File: src/rtl/ss_sync_fifo.sv
// ss_sync_fifo: single-clock show-ahead FIFO with ready/enable handshakes.
// Depth is 2**Bw_a entries. The head entry is presented on rd_do
// combinationally, so the consumer samples it in the same cycle it pops.
// Both flags come from the registered occupancy count alone, never
// combinationally from wr_en or rd_en.
module ss_sync_fifo #(
    parameter int Bw_d = 8,
    parameter int Bw_a = 5
) (
    input  logic            clk,
    input  logic            reset,
    input  logic [Bw_d-1:0] wr_di,
    input  logic            wr_en,
    input  logic            rd_en,
    output logic            wr_rdy,
    output logic            rd_rdy,
    output logic [Bw_d-1:0] rd_do
);

    localparam int            DEPTH    = 1 << Bw_a;
    localparam logic [Bw_a:0] FULL_CNT = (Bw_a + 1)'(DEPTH);

    // Storage is deliberately not reset. After a reset, the pointers and the
    // count are cleared, so any stale contents cannot be observed.
    logic [Bw_d-1:0] mem [DEPTH];
    logic [Bw_a-1:0] wr_ptr;
    logic [Bw_a-1:0] rd_ptr;
    logic [Bw_a:0]   count;

    logic do_wr;
    logic do_rd;

    // The flags depend only on the count. A write while full and a read while
    // empty are dropped by qualifying each request with its own flag.
    always_comb begin
        wr_rdy = (count != FULL_CNT);
        rd_rdy = (count != '0);
        do_wr  = wr_en & wr_rdy;
        do_rd  = rd_en & rd_rdy;
    end

    // Show-ahead output. It is forced to zero while empty so that the
    // consumer never sees stale memory contents.
    always_comb begin
        rd_do = '0;
        if (rd_rdy) rd_do = mem[rd_ptr];
    end

    // Memory write port. Only accepted writes update the array.
    always_ff @(posedge clk) begin
        if (do_wr) mem[wr_ptr] <= wr_di;
    end

    // Pointer registers. They wrap naturally modulo the depth.
    always_ff @(posedge clk or posedge reset) begin
        if (reset) begin
            wr_ptr <= '0;
            rd_ptr <= '0;
        end else begin
            if (do_wr) wr_ptr <= wr_ptr + 1'b1;
            if (do_rd) rd_ptr <= rd_ptr + 1'b1;
        end
    end

    // Occupancy count. When a write and a read happen together, the count
    // is unchanged.
    always_ff @(posedge clk or posedge reset) begin
        if (reset) begin
            count <= '0;
        end else begin
            case ({do_wr, do_rd})
                2'b10:   count <= count + 1'b1;
                2'b01:   count <= count - 1'b1;
                default: count <= count;
            endcase
        end
    end

endmodule

File: config.mk
export PLATFORM = sky130hd
export DESIGN_NAME = ss_sync_fifo
export DESIGN_NICKNAME = d
export VERILOG_FILES = /design/src/rtl/ss_sync_fifo.sv
export SDC_FILE = /design/constraint.sdc
export NUM_CORES = 1
export LEC_CHECK = 0
export CAP_MARGIN = 20
export CORE_MARGIN = 3
export CORE_UTILIZATION = 55
export DETAILED_ROUTE_END_ITERATION = 7
export PLACE_DENSITY = 0.82
export SLEW_MARGIN = 10
export SYNTH_ARGS = -nofsm -noshare
export SYNTH_HDL_FRONTEND = slang
export SYNTH_SLANG_ARGS = --single-unit
File: constraint.sdc
create_clock -name clk -period 5.5 [get_ports clk]
set_clock_uncertainty 0.2 [all_clocks]
set_input_delay 0.55 -clock clk [delete_from_list [all_inputs] [get_ports clk]]
set_output_delay 0.55 -clock clk [all_outputs]
set_load 0.01 [all_outputs]
==> reports/metrics.cfg, run 1 <==
[layout]
lay_top_count = edfxtp_1
antennaDiodeCount = 0
area_growth_pct = 11.8
mostFrequentLayoutCells = 256 x edfxtp_1, 45 x mux4_2, 38 x nor2_1, 34 x mux2i_1, 26 x clkbuf_16
fillers = 1283
logic_area_um2 = 2600
nets = 609
utilization_pct = 63.9

[clock_tree]
tritoncts = built
cts_max_level = 1
clk_path_buf_depth = 3
clk_pin_slew_ns = 0.06
cts_resized = 0
cts-hold-fix-buffers = 0

[setup_path]
crit_type = register to output port
required_ns = 4.75
critPathArrivalTime_ns = 3.72
critPathMaxFanout = 38
critPathLaunchType = register
rr_startpoint = count[0]$_DFFE_PP0P_
crit_start = rd_ptr[0]$_DFFE_PP0P_

[timing]
fmax_ghz = 0.224
finalSetupTns_ns = 0
fin_ws_ns = 1.03
worst_pin_slew_ns = 1.06
holdWs_ns = 0.223
final-hold-violation-count = 0
finalSetupViolations = 0
rsz0062_at_grt = no
final_max_slew_viol_count = 0
min_period_ns = 4.47

[logic_synthesis]
area_leaders = edfxtp_1 70%, mux4_2 9.3%, dfrtp_1 3.7%, mux2i_1 3.1%, nor2_1 1.3%
floorplan.nets = 582
synth.comb.largest_family = multiplexers
synth-seq-cells = 272
synth_warnings = 0
adder_share_pct = 0.915
flop_cell = edfxtp_1
synth_cell_types = 51
ys_async_sr_fraction_pct = 5.88
simple_gate_area_share_pct = 3.65
ys_area_um2 = 10900
synth_seq_share_pct = 73.9
edf_count = 256
common_cells = 256 x edfxtp_1, 45 x mux4_2, 38 x nor2_1, 34 x mux2i_1, 16 x dfrtp_1
aoi_share_pct = 4.65
most_common_cell = edfxtp_1
ys_cells = 562
avgSynthCellArea_um2 = 19.5
yosysTopAreaCell = edfxtp_1

[power_and_ir_drop]
p_total_uw = 6240
top_power_group = registers
pwr-share-seq_pct = 43.2
combinationalPower_uw = 1690
netSwitchingPower_uw = 1870
sw_frac_of_total_pct = 30.0
pg_seq_uw = 2700
power_density_nw_per_um2 = 510
cell_internal_pwr_uw = 4370
p_clk_share_pct = 29.6
peakVddDrop_mv = 0.286

[detailed_routing]
firstDrtPassIters = 5
wl_per_cell_um = 24.9
dr_total_vias = 5452
routed_wl_um = 21700
drc_errors = 0
viasPerCell = 6.27
postRouteAntennaNets = 0
drtIter0Drc = 602

[die]
initCoreUtil_pct = 57.2
die_h_um = 147
rows = 50
coreArea_um2 = 19100
die_w_um = 147

[global_routing]
grt.overflow.total = 0
grt_use_total_pct = 20.3
grt_pass1_wl_um = 33300

[place]
hpwl_um = 13300
place_area_um2 = 11300
dpl_worst_slack_ns = 1.49
gp_congestion = 0.810
io_buffers = 21
place_inst = 818

[outcome]
outcome = finished, final reports clean

[worst_hold_path]
hold_path.class = input pin to async pin

==> run 1: worst paths after layout <==
path,end,cells after the start
setup / recovery,rd_do[0],5
hold reg to reg,count[3]$_DFFE_PP0P_,1
min in group clk,mem[28][7]$_DFFE_PP_,1
setup reg to reg,count[5]$_DFFE_PP0P_,11
hold / removal,rd_ptr[4]$_DFFE_PP0P_,2
max in group asynchronous,rd_ptr[0]$_DFFE_PP0P_,2
==> run 1: critical path, stage by stage (launching register included) <==
cell	delay [ns]
dfrtp_4	0.91
mux4_1	0.64
a22o_1	0.25
a2111oi_0	0.71
a211oi_1	0.12
clkdlybuf4s50_1	0.53
==> run 1: sequential cells by signal, indices dropped and copies added (netlist names) <==
name    count
rd_ptr      5
wr_ptr      5
count       6
mem       256
==> run 1: layer usage <==
| layer | routed length [µm] | global-route usage, % |
|---|---|---|
| met1 | 8800 | 28.9 |
| met2 | 10800 | 32.8 |
| met3 | 1510 | 3.36 |
| met4 | 617 | 6.38 |
| met5 | 0 | 0 |
==> run 1: area by class of cell <==
| class | instances | share of cell area, % |
|---|---|---|
| Timing Repair Buffer | 31 | 2.35 |
| Clock inverter | 11 | 1.36 |
| Clock buffer | 37 | 5.98 |
| Sequential cell | 272 | 66.1 |
| Tap cell | 260 | 2.66 |
| Multi-Input combinational cell | 251 | 21.3 |
| Inverter | 7 | 0.215 |
==> run 1: cell families (layout without fill, tap and decap cells) <==
| kind of cell | count (synthesis) | after routing |
|---|---|---|
| AOI/OAI and AO/OA | 68 | 68 |
| muxes | 85 | 85 |
| DFF | 272 | 272 |
| xor gates and xnor gates | 13 | 13 |
| buffers and inverters | 39 | 86 |
| adders and majority gates | 8 | 8 |
| and+or+nand+nor | 77 | 77 |
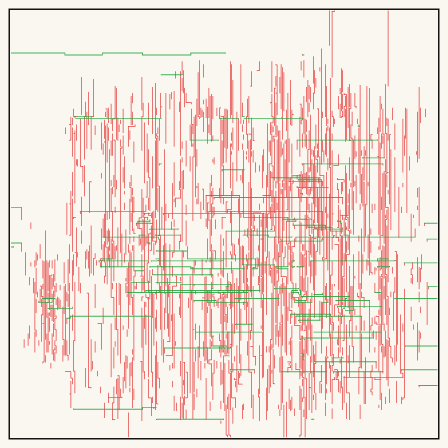
Run 1: signal wires by layer
Two of the layers only.
color	layer	wire length
red	M2	10800 µm
green	M3	1510 µm

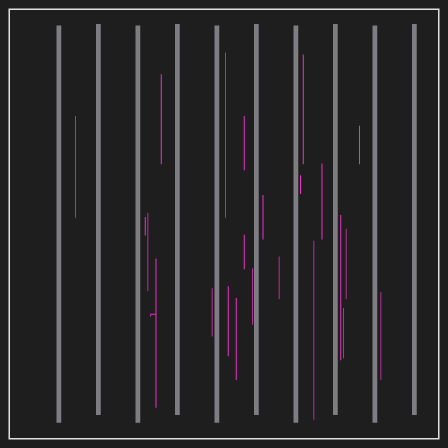
Run 1: metal 4
Supply wires on this layer in gray.
nets with wire on the layer	13
main direction	vertical
wire length on this layer	618 µm
share of all routed wire	2.9%
longest straight run	61.2 µm

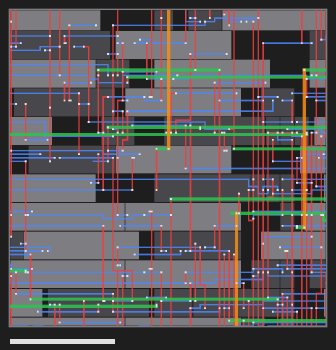
Run 1: layout detail
Scale bar: 10 µm. Window x 59 to 89, y 59 to 89 µm. Cells in gray, sequential cells in the stronger gray; small squares are vias.
color	layer
blue	M1
green	M3
orange	M4
red	M2
cells with their middle in the window	39
most frequent	edfxtp_1 (14), nor2_1 (9)
sequential cells in the window	14
netlist names of flops here include	mem (14)

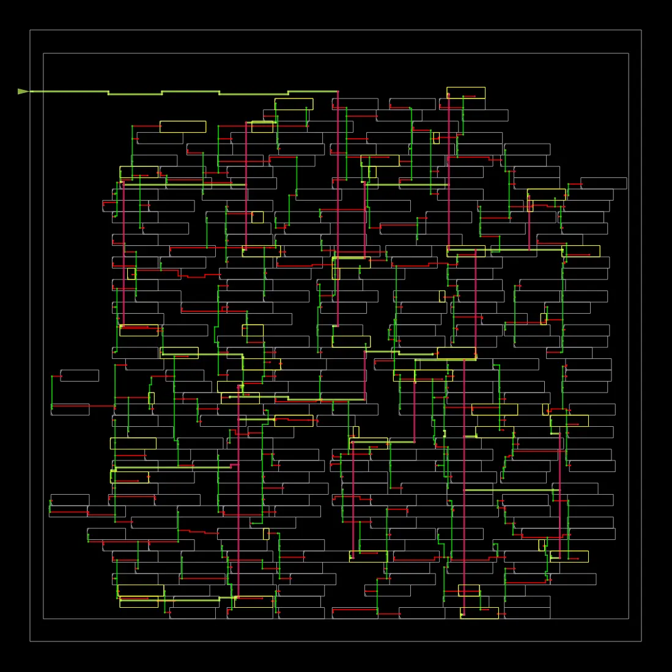
Run 1: the clock network
CTS buffer count: 26
clk ins delay skew pair: 0.52 ns
Sink Count: 272

--- run 2 (diff from run 1) ---
Settings changed: PLACE_DENSITY 0.82 to 0.85.
Clock period 5.5 ns to 4 ns, I/O delays scaled along.
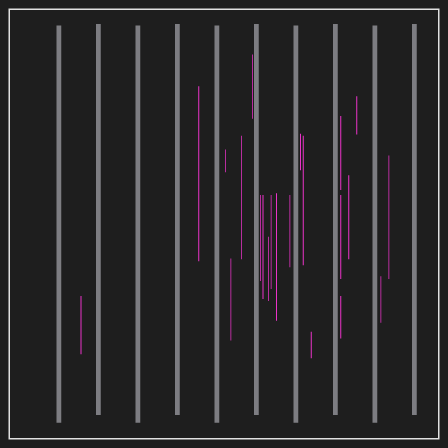
Run 2: metal 4
Supply wires on this layer in gray.
longest straight run	59.8 µm
main direction	vertical

==> run 2 against run 1 <==
- critical path depth grew 2
- synthesized area is the same
- via count grew 2.1%
- worst setup slack lost 0.84 ns
- synthesized cell count is the same
- largest cell class unchanged
==> reports/metrics.cfg, run 2 <==
[outcome]
outcome = finished, final reports clean

[clock_tree]
clock_sinks = 272
tritoncts = built
clk_path_buf_depth = 3
clk-insertion-delay-late_ns = 0.53
cts-hold-fix-buffers = 0
numCtsBuffers = 27
cts_max_level = 1

[logic_synthesis]
ys_async_sr_fraction_pct = 5.88
synth.comb.largest_family = multiplexers
aoi_share_pct = 4.65
avgSynthCellArea_um2 = 19.5
ys_area_um2 = 10900
flop_cell = edfxtp_1
simple_gate_area_share_pct = 3.65
adder_share_pct = 0.915
synth-seq-cells = 272
synth_cell_types = 51
ys_cells = 562
edf_count = 256

[power_and_ir_drop]
peakVddDrop_mv = 0.296
power_density_nw_per_um2 = 700
pg_seq_uw = 3640
sw_frac_of_total_pct = 30.7
top_power_group = registers
p_total_uw = 8560
combinationalPower_uw = 2600
pwr-share-seq_pct = 42.6
p_clk_share_pct = 27.1
cell_internal_pwr_uw = 5930

[timing]
finalSetupTns_ns = 0
fmax_ghz = 0.263
fin_ws_ns = 0.197
finalSetupViolations = 0
holdWs_ns = 0.0762
final_max_slew_viol_count = 0
rsz0062_at_grt = no
min_period_ns = 3.80
final-hold-violation-count = 0

[detailed_routing]
drc_errors = 0
drtIter0Drc = 638
viasPerCell = 6.32
firstDrtPassIters = 6
wl_per_cell_um = 25.5

[setup_path]
critPathArrivalTime_ns = 3.20
crit_type = register to output port
required_ns = 3.40

[worst_hold_path]
hold_path.class = input pin to async pin

[die]
die_h_um = 147
die_w_um = 147
coreArea_um2 = 19100
initCoreUtil_pct = 57.2

[place]
dpl_worst_slack_ns = 0.497
gp_congestion = 0.788
hpwl_um = 13300
place_area_um2 = 11400
place_inst = 825
io_buffers = 21

[layout]
largest-register = mem
logic_area_um2 = 2610
mostFrequentLayoutCells = 256 x edfxtp_1, 45 x mux4_2, 38 x nor2_1, 34 x mux2i_1, 27 x clkbuf_16
top_regs = mem: 256 flops, count: 6 flops
area_growth_pct = 11.8
nets = 620
fillers = 1242
lay_top_count = edfxtp_1
utilization_pct = 63.9
antennaDiodeCount = 0

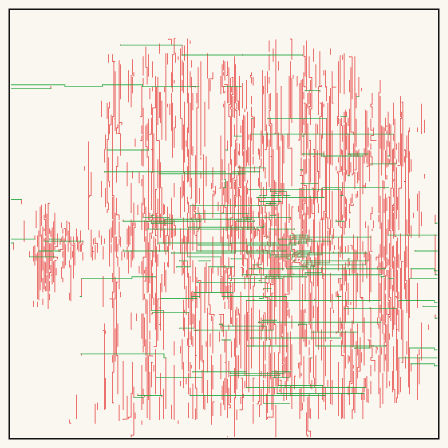
Run 2: signal wires by layer
Two of the layers only.
color	layer	wire length
green	M3	1990 µm
red	M2	11100 µm

[run 2: cell counts after synthesis]
No cell type changed its count.
[run 2: timing repair]
action                                  in CTS  in global routing
endpoints found under the setup margin       4                  5
pin swaps                                    0                  0
setup buffers                                5                  0
resized                                      2                  2
[run 2: cell type report]
cell class / count / share of cell area [%]
Timing Repair Buffer: 41 / 3.06
Sequential cell: 272 / 66.2
Tap cell: 260 / 2.66
Clock inverter: 13 / 0.787
Clock buffer: 37 / 5.83
Inverter: 7 / 0.215
Multi-Input combinational cell: 251 / 21.3
[run 2: path summary, 6_finish.rpt]
kind / startpoint / depth (start not counted) / slack (ns) / end
setup / recovery: rd_ptr[0]$_DFFE_PP0P_ / 7 / 0.20 / rd_do[0]
hold / removal: reset / 2 / 0.08 / rd_ptr[3]$_DFFE_PP0P_
setup reg to reg: count[0]$_DFFE_PP0P_ / 13 / 0.49 / count[4]$_DFFE_PP0P_
hold reg to reg: count[3]$_DFFE_PP0P_ / 1 / 0.41 / count[3]$_DFFE_PP0P_
max in group asynchronous: reset / 2 / 3.01 / rd_ptr[0]$_DFFE_PP0P_
min in group clk: wr_di[0] / 1 / 0.23 / mem[30][0]$_DFFE_PP_
[run 2: per-layer routing]
metal / global-route usage (%) / wire [µm] / up-vias
met5: 0 / 0 / -
met4: 7.18 / 597 / 0
met3: 4.32 / 1990 / 44
met2: 34.3 / 11100 / 284
met1: 29.6 / 8790 / 2864
li1: - / - / 2373
[run 2: critical path, cell delays in order (launching register included)]
cell and delay [ns]:
dfrtp_4 0.46, buf_4 0.16, mux4_1 0.54, a22o_1 0.29
a2111oi_1 0.46, buf_4 0.21, a211oi_1 0.06, clkdlybuf4s50_1 0.50
--- run 3 (diff from run 2) ---
Settings changed: CAP_MARGIN 20 to 25.
==> run 3 against run 2 <==
- clock-buffer cell count did not move
- power did not move
- first-iteration DRC count did not move
- sequential power barely moved
- critical path type unchanged
- cell area did not move
- largest power group unchanged
- global-route usage did not move
- final cell count did not move
==> reports/metrics.cfg, run 3 <==
[outcome]
outcome = finished, final reports clean

[layout]
clock_buffers = 37
flops = 272
largest_reg_flops = 256
nets = 620
mostFrequentLayoutCells = 256 x edfxtp_1, 45 x mux4_2, 38 x nor2_1, 34 x mux2i_1, 27 x clkbuf_16
multi_input_comb_cells = 251
top_regs = mem: 256 flops, count: 6 flops
dominant_cells = sequential cells
num-nonclk-buffers = 41
inverters = 7
lay_top_count = edfxtp_1
clock_cell_area_share_pct = 6.62
largest-register = mem
area_growth_pct = 11.8
logic_area_um2 = 2610
fillers = 1242
comb_share_pct = 21.3
sh_seq_area_pct = 66.2

[timing]
final_max_slew_viol_count = 0
finalSetupTns_ns = 0
worst_pin_slew_ns = 0.866
rsz0062_at_grt = no
finalSetupViolations = 0
holdWs_ns = 0.0762
fmax_ghz = 0.263
final-hold-violation-count = 0
min_period_ns = 3.80

[die]
taps = 260
coreArea_um2 = 19100
die_h_um = 147
die_w_um = 147
rows = 50
initCoreUtil_pct = 57.2

[place]
hpwl_um = 13300
place_inst = 825
io_buffers = 21

[logic_synthesis]
floorplan.nets = 582
edf_count = 256
synth_area_um2 = 10900
synth_cell_types = 51
synth_warnings = 0
flop_cell = edfxtp_1
synth_seq_share_pct = 73.9
ys_cells = 562
ys_async_sr_fraction_pct = 5.88
yosysTopAreaCell = edfxtp_1
ys_area_um2 = 10900
most_common_cell = edfxtp_1
area_leaders = edfxtp_1 70%, mux4_2 9.3%, dfrtp_1 3.7%, mux2i_1 3.1%, nor2_1 1.3%
synth-seq-cells = 272
avgSynthCellArea_um2 = 19.5
common_cells = 256 x edfxtp_1, 45 x mux4_2, 38 x nor2_1, 34 x mux2i_1, 16 x dfrtp_1

[global_routing]
use_met1_pct = 29.6
top_usage_layer = met2
grt.overflow.total = 0
grt_use_met3_pct = 4.32
grt_pass1_wl_um = 35000

[clock_tree]
cts_max_level = 1
numCtsBuffers = 27
clk_pin_slew_ns = 0.06
clock_sinks = 272
clk-insertion-delay-late_ns = 0.53
tritoncts = built
clk_path_buf_depth = 3

[detailed_routing]
wl_met2_um = 11100
firstDrtPassIters = 6
wl_met1_um = 8790
drtIter0Drc = 638
postRouteAntennaNets = 0
drc_errors = 0
top_layer_used = met4
viasPerCell = 6.32
dr_wl_met3_um = 1990

[setup_path]
critPathArrivalTime_ns = 3.20
required_ns = 3.40
critPathBufInv = 3
critPathMaxFanout = 4
crit_chain = buf_4 > mux4_1 > a22o_1 > a2111oi_1 > buf_4 > a211oi_1 > clkdlybuf4s50_1
critPathLaunchType = register
crit_family = buffers and inverters
crit_type = register to output port
cpPeakStageDelay_ns = 0.54
crit_slowest_cell = mux4_1

[power_and_ir_drop]
power_density_nw_per_um2 = 700
peakVddDrop_mv = 0.296
p_total_uw = 8560

[worst_hold_path]
hold_path.class = input pin to async pin

## run 3: cell counts after synthesis
Identical to the previous run, type by type.
## run 3: where the power goes
group	internal [µW]	switching [µW]	leakage (µW)	total (µW)
clock network	1320	1000	0.000396	2320
registers	3360	278	0.00249	3640
logic	1250	1350	0.00112	2600
## run 3: metrics by stage
stage,setup WS [ns],instance area [µm²],util (%)
after floorplan,0.894,10900,-
after global placement,0.644,11400,59.5
after detailed placement,0.497,11400,59.5
after CTS,0.0587,12300,64.0
after global routing,0.0672,12200,63.9
final,0.197,12200,63.9
## run 3: kinds of logic after synthesis
logic type	after synthesis	synth area share [%]
buffers and inverters	39	2.29
and+or+nand+nor	77	3.65
xor gates and xnor gates	13	1.04
AOI/OAI and AO/OA	68	4.65
DFF	272	73.9
muxes	85	13.5
adders and majority gates	8	0.915
## run 3: repair_timing
action                                  4_1_cts  5_1_grt
pin swaps                                     0        0
resized                                       2        2
buffers inserted                              5        0
endpoints found under the setup margin        4        5
hold buffers                                  0        0
gates cloned                                  0        0
## run 3: final timing paths
check                                      startpoint               endpoint  slack [ns]  cells past startpoint
worst max-delay path            rd_ptr[0]$_DFFE_PP0P_               rd_do[0]        0.20                      7
worst min-delay path                            reset  rd_ptr[3]$_DFFE_PP0P_        0.08                      2
worst max register to register   count[0]$_DFFE_PP0P_   count[4]$_DFFE_PP0P_        0.49                     13
worst min register to register   count[3]$_DFFE_PP0P_   count[3]$_DFFE_PP0P_        0.41                      1
max in group asynchronous                       reset  rd_ptr[0]$_DFFE_PP0P_        3.01                      2
min in group clk                             wr_di[0]   mem[30][0]$_DFFE_PP_        0.23                      1
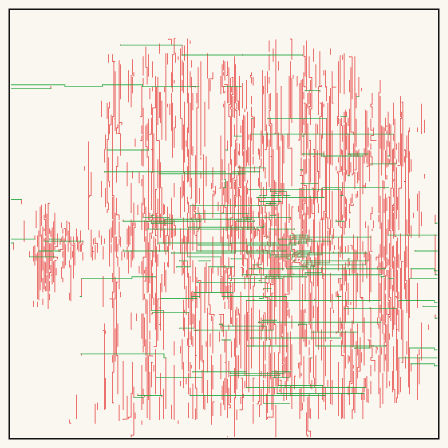
Run 3: signal wires by layer
Two of the layers only.
Routed WL: 22500 µm
total track usage: 21.3%
WL/cell: 25.5 µm
via count: 5565

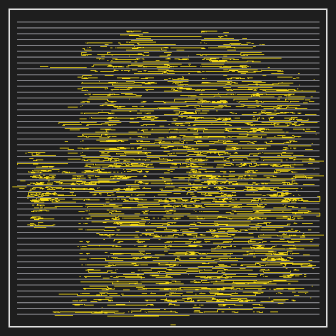
Run 3: signal wires on met1
Supply wires on this layer in gray.
wire length on this layer	8790 µm
main direction	horizontal
share of all routed wire	39%

Power is estimated from default activity; no workload was simulated.
